**src/rtl/fifo_pkg.sv**
```systemverilog
`default_nettype none
// +----------------------------------------------------------------------+
// | fifo_pkg : shared defaults and pointer helper for fifo_top_sc         |
// | Rev 1.0  : initial release                                            |
// +----------------------------------------------------------------------+
package fifo_pkg;

    localparam int c_DATASIZE_DEF  = 8;
    localparam int c_ADDRSIZE_DEF  = 4;
    localparam int c_ALMOST_TH_DEF = 2;

    // Occupancy from two wrap-bit pointers, zero-extended to 32 bits by the caller.
    function automatic logic [31:0] fifo_count(input logic [31:0] wptr,
                                               input logic [31:0] rptr,
                                               input int          addrsize);
        logic [31:0] mask;
        mask = (32'd1 << (addrsize + 1)) - 32'd1;
        return (wptr - rptr) & mask;
    endfunction

endpackage
`default_nettype wire

```
**src/rtl/fifo_mem.sv**
```systemverilog
`default_nettype none
// +----------------------------------------------------------------------+
// | fifo_mem : DEPTH x DATASIZE array, sync write, async read, reset clear|
// | Rev 1.0  : initial release                                            |
// +----------------------------------------------------------------------+
module fifo_mem #(
    parameter int DATASIZE = 8,
    parameter int ADDRSIZE = 4
) (
    input  logic                clk,
    input  logic                rst,
    input  logic                wen,
    input  logic [ADDRSIZE-1:0] waddr,
    input  logic [DATASIZE-1:0] wdata,
    input  logic [ADDRSIZE-1:0] raddr,
    output logic [DATASIZE-1:0] rdata
);

    localparam int c_DEPTH = 1 << ADDRSIZE;

    logic [DATASIZE-1:0] mem_q [c_DEPTH];
    logic [DATASIZE-1:0] mem_d [c_DEPTH];

    always_comb begin
        mem_d = mem_q;
        if (wen) begin
            mem_d[waddr] = wdata;
        end
    end

    always_ff @(posedge clk or posedge rst) begin
        if (rst) begin
            mem_q <= '{default: '0};
        end else begin
            mem_q <= mem_d;
        end
    end

    assign rdata = mem_q[raddr];

endmodule
`default_nettype wire

```
**src/rtl/fifo_top_sc.sv**
```systemverilog
`default_nettype none
// +----------------------------------------------------------------------+
// | fifo_top_sc : single-clock FWFT FIFO with registered status flags     |
// | Rev 1.0     : initial release                                         |
// +----------------------------------------------------------------------+
module fifo_top_sc
    import fifo_pkg::*;
#(
    parameter int DATASIZE  = c_DATASIZE_DEF,
    parameter int ADDRSIZE  = c_ADDRSIZE_DEF,
    parameter int ALMOST_TH = c_ALMOST_TH_DEF
) (
    input  logic                clk,
    input  logic                rst,
    input  logic [DATASIZE-1:0] wdata,
    input  logic                winc,
    output logic                wfull,
    output logic                walmost_full,
    input  logic                rinc,
    output logic [DATASIZE-1:0] rdata,
    output logic                rempty,
    output logic                ralmost_empty
);

    localparam int c_DEPTH = 1 << ADDRSIZE;

    logic [ADDRSIZE:0] wptr_q, wptr_d;
    logic [ADDRSIZE:0] rptr_q, rptr_d;
    logic              wfull_q, wfull_d;
    logic              rempty_q, rempty_d;
    logic              walmost_full_q, walmost_full_d;
    logic              ralmost_empty_q, ralmost_empty_d;
    logic              wr_en, rd_en;
    logic [31:0]       count_d;

    // Each side is qualified only by its own flag, so a write into a full
    // FIFO stays blocked even when a read frees a slot on the same edge.
    assign wr_en = winc & ~wfull_q;
    assign rd_en = rinc & ~rempty_q;

    always_comb begin
        wptr_d = wptr_q + {{ADDRSIZE{1'b0}}, wr_en};
        rptr_d = rptr_q + {{ADDRSIZE{1'b0}}, rd_en};
        count_d = fifo_count({{(31-ADDRSIZE){1'b0}}, wptr_d},
                             {{(31-ADDRSIZE){1'b0}}, rptr_d}, ADDRSIZE);
        wfull_d = (wptr_d[ADDRSIZE] != rptr_d[ADDRSIZE]) &&
                  (wptr_d[ADDRSIZE-1:0] == rptr_d[ADDRSIZE-1:0]);
        rempty_d        = (wptr_d == rptr_d);
        walmost_full_d  = (count_d >= 32'(c_DEPTH - ALMOST_TH));
        ralmost_empty_d = (count_d <= 32'(ALMOST_TH));
    end

    always_ff @(posedge clk or posedge rst) begin
        if (rst) begin
            wptr_q          <= '0;
            rptr_q          <= '0;
            wfull_q         <= 1'b0;
            rempty_q        <= 1'b1;
            walmost_full_q  <= 1'b0;
            ralmost_empty_q <= 1'b1;
        end else begin
            wptr_q          <= wptr_d;
            rptr_q          <= rptr_d;
            wfull_q         <= wfull_d;
            rempty_q        <= rempty_d;
            walmost_full_q  <= walmost_full_d;
            ralmost_empty_q <= ralmost_empty_d;
        end
    end

    fifo_mem #(
        .DATASIZE (DATASIZE),
        .ADDRSIZE (ADDRSIZE)
    ) u_mem (
        .clk   (clk),
        .rst   (rst),
        .wen   (wr_en),
        .waddr (wptr_q[ADDRSIZE-1:0]),
        .wdata (wdata),
        .raddr (rptr_q[ADDRSIZE-1:0]),
        .rdata (rdata)
    );

    assign wfull         = wfull_q;
    assign rempty        = rempty_q;
    assign walmost_full  = walmost_full_q;
    assign ralmost_empty = ralmost_empty_q;

endmodule
`default_nettype wire

```
**config.mk**
```make
export PLATFORM = sky130hd
export DESIGN_NAME = fifo_top_sc
export DESIGN_NICKNAME = d
export VERILOG_FILES = /design/src/rtl/fifo_pkg.sv /design/src/rtl/fifo_mem.sv /design/src/rtl/fifo_top_sc.sv
export SDC_FILE = /design/constraint.sdc
export NUM_CORES = 1
export LEC_CHECK = 0
export CAP_MARGIN = 15
export CORE_ASPECT_RATIO = 1.2
export CORE_MARGIN = 1
export CORE_UTILIZATION = 55
export DETAILED_ROUTE_END_ITERATION = 8
export PLACE_DENSITY = 0.82
export SYNTH_ARGS = -nofsm -noshare
export SYNTH_HDL_FRONTEND = slang
export SYNTH_SLANG_ARGS = --single-unit
export TNS_END_PERCENT = 5
```
**constraint.sdc**
```tcl
create_clock -name clk -period 6.65 [get_ports clk]
set_clock_uncertainty 0.1 [all_clocks]
set_input_delay 1.6625 -clock clk [delete_from_list [all_inputs] [get_ports clk]]
set_output_delay 1.6625 -clock clk [all_outputs]
set_load 0.05 [all_outputs]
```
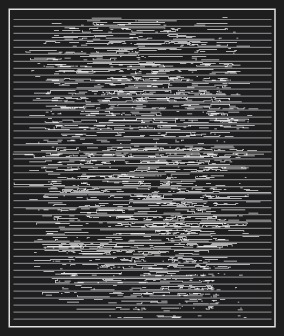
run_1/met1.png
Supply wires on this layer in grey.
The wires run mostly horizontal. The longest straight run is 46.5 µm. The layer carries 6090 µm of wire. 481 nets have wire on it. The layer holds 44% of the routed length.
met1 usage: 31.3%
total number of vias: 3948
Routed WL: 13700 µm

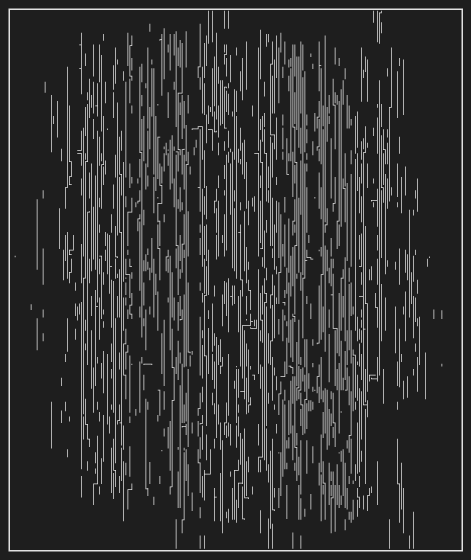
run_1/met2.png
478 nets have wire on it. The layer carries 6930 µm of wire.
grt met2 use: 39.8%

==> flow_metrics.tcl, run 1 <==
# metrics dict for downstream scripts
set metrics [dict create \
    tool_warnings 26 \
    synth-xor-area-share_pct 2.28 \
    n_antenna_cell 0 \
    logic_family "multiplexers" \
    ys_sh_adder_pct 1.41 \
    nClkBuffers 25 \
    drtAntennaViolNets 0 \
    initCoreUtil_pct 57.3 \
    syn2layout_area_growth_pct 13.1 \
    rsz0062_at_grt "no" \
    routabilityCongestion 0.781 \
    grt.met3_usage_pct 5.03 \
    async_reset_ff_share_pct 100 \
    ys_seq_share_pct 52.6 \
    arrival_ns 3.46 \
    flops 142 \
    combPwrFrac_pct 43.4 \
    r2r_cells 9 \
    synth_cell_types 47 \
    fmax_mhz 191 \
    taps 157 \
    comb_area_um2 3020 \
    critPathTopFamily "flip-flops" \
    cts_buffer_depth 2 \
    ff_type "dfrtp_1" \
    r2r_slack_ns 3.20 \
    slowest_stage "dfrtp_1" \
    postPlaceCellArea_um2 7060 \
    ys_chip_area_um2 6750 \
    syn-instance-count 474 \
    numPlacedInstances 629 \
    min_from "u_mem.mem_q[34]$_DFFE_PP0P_" \
    crit_buf_inv 1 \
    grt-ovfl-total 0 \
    top_layer "met4" \
    comb_area_share_pct 39.5 \
    avgSynthCellArea_um2 14.2 \
    reg.largest.list "u_mem.mem_q x128, rptr_q x5, wptr_q x5" \
    flop_area_um2 3560 \
    syn_nets 492 \
    clkLatencyLatePin_ns 0.42 \
    hold_class "flop to flop" \
    grt_pass1_wl_um 22200 \
    ys_sh_simple_pct 4.63 \
    status "complete, no violations" \
    grt_pass1_vias 4246 \
    cellInternalPower_mw 2.82 \
    whs_endpoint "u_mem.mem_q[34]$_DFFE_PP0P_" \
    crit_chain "and2b_1, a221oi_1, o21ai_0, nand2_1, clkdlybuf4s50_1" \
    powerDensity_nw_per_um2 585 \
]
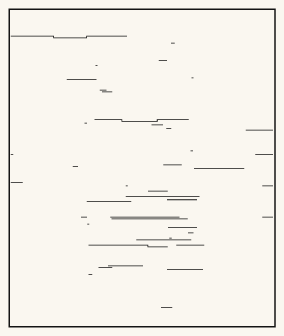
run_1/met3.png
28 nets have wire on it. The layer holds 3.0% of the routed length. The longest straight run is 29.4 µm. The wires run mostly horizontal. The layer carries 408 µm of wire.

==> inputs of run 2 (changes only) <==
--- a/config.mk
+++ b/config.mk
@@ -10,7 +10,7 @@
 export CORE_MARGIN = 1
 export CORE_UTILIZATION = 55
 export DETAILED_ROUTE_END_ITERATION = 8
-export PLACE_DENSITY = 0.82
+export PLACE_DENSITY = 0.85
 export SYNTH_ARGS = -nofsm -noshare
 export SYNTH_HDL_FRONTEND = slang
 export SYNTH_SLANG_ARGS = --single-unit
==> constraint.sdc (replaced) <==
create_clock -name clk -period 4.5 [get_ports clk]
set_clock_uncertainty 0.1 [all_clocks]
set_input_delay 1.125 -clock clk [delete_from_list [all_inputs] [get_ports clk]]
set_output_delay 1.125 -clock clk [all_outputs]
set_load 0.05 [all_outputs]
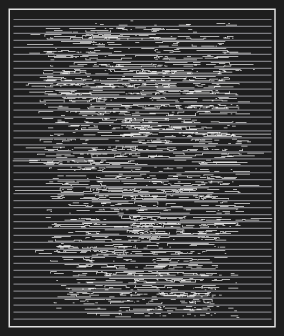
run_2/met1.png
Supply wires on this layer in grey.
The layer carries 5830 µm of wire. The longest straight run is 40.0 µm. The wires run mostly horizontal. 483 nets have wire on it.
total number of vias: 4004
met1 usage: 31.9%

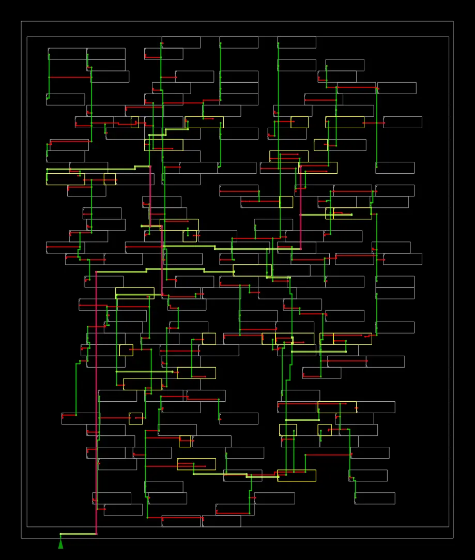
run_2/final_clocks.png
CTS Buf Count: 17
Flops: 142
clk_buf instances: 17
clock distribution power: 1.31 mW

==> run 2 against run 1 <==
Wire length rose by 1.3%. Combinational power grew 54%. Critical path depth is 1 higher. Die area did not move. Cell count up 0.76%. Design area increased by 0.51%. Critical endpoint is now rdata[3]. Utilization increased by 0.33 points. Highest routed layer unchanged. Largest cell class unchanged. Synthesized cell count stayed put.
==> flow_metrics.tcl, run 2 <==
# metrics dict for downstream scripts
set metrics [dict create \
    cellInternalPower_mw 4.10 \
    arrival_ns 3.14 \
    n_antenna_cell 0 \
    ys_sh_adder_pct 1.41 \
    comb_area_share_pct 39.3 \
    flop_area_um2 3560 \
    clkLatencyLatePin_ns 0.43 \
    min_from "u_mem.mem_q[33]$_DFFE_PP0P_" \
    slowest_stage "clkdlybuf4s50_1" \
    ys_chip_area_um2 6750 \
    routabilityCongestion 0.805 \
    grt.met3_usage_pct 5.43 \
    hold_class "flop to flop" \
    syn2layout_area_growth_pct 13.7 \
    grt_pass1_wl_um 22700 \
    postPlaceCellArea_um2 7120 \
    status "complete, no violations" \
    grt_pass1_vias 4229 \
    crit_buf_inv 2 \
    ys_sh_simple_pct 4.63 \
    synth_cell_types 47 \
    crit_chain "buf_12, mux2i_1, a221oi_1, a22oi_1, nand2_1, clkdlybuf4s50_1" \
    r2r_slack_ns 1.40 \
    combPwrFrac_pct 44.8 \
    ys_seq_share_pct 52.6 \
    synth-xor-area-share_pct 2.28 \
    numPlacedInstances 634 \
    comb_area_um2 3020 \
]
Power is estimated from default activity; no workload was simulated.
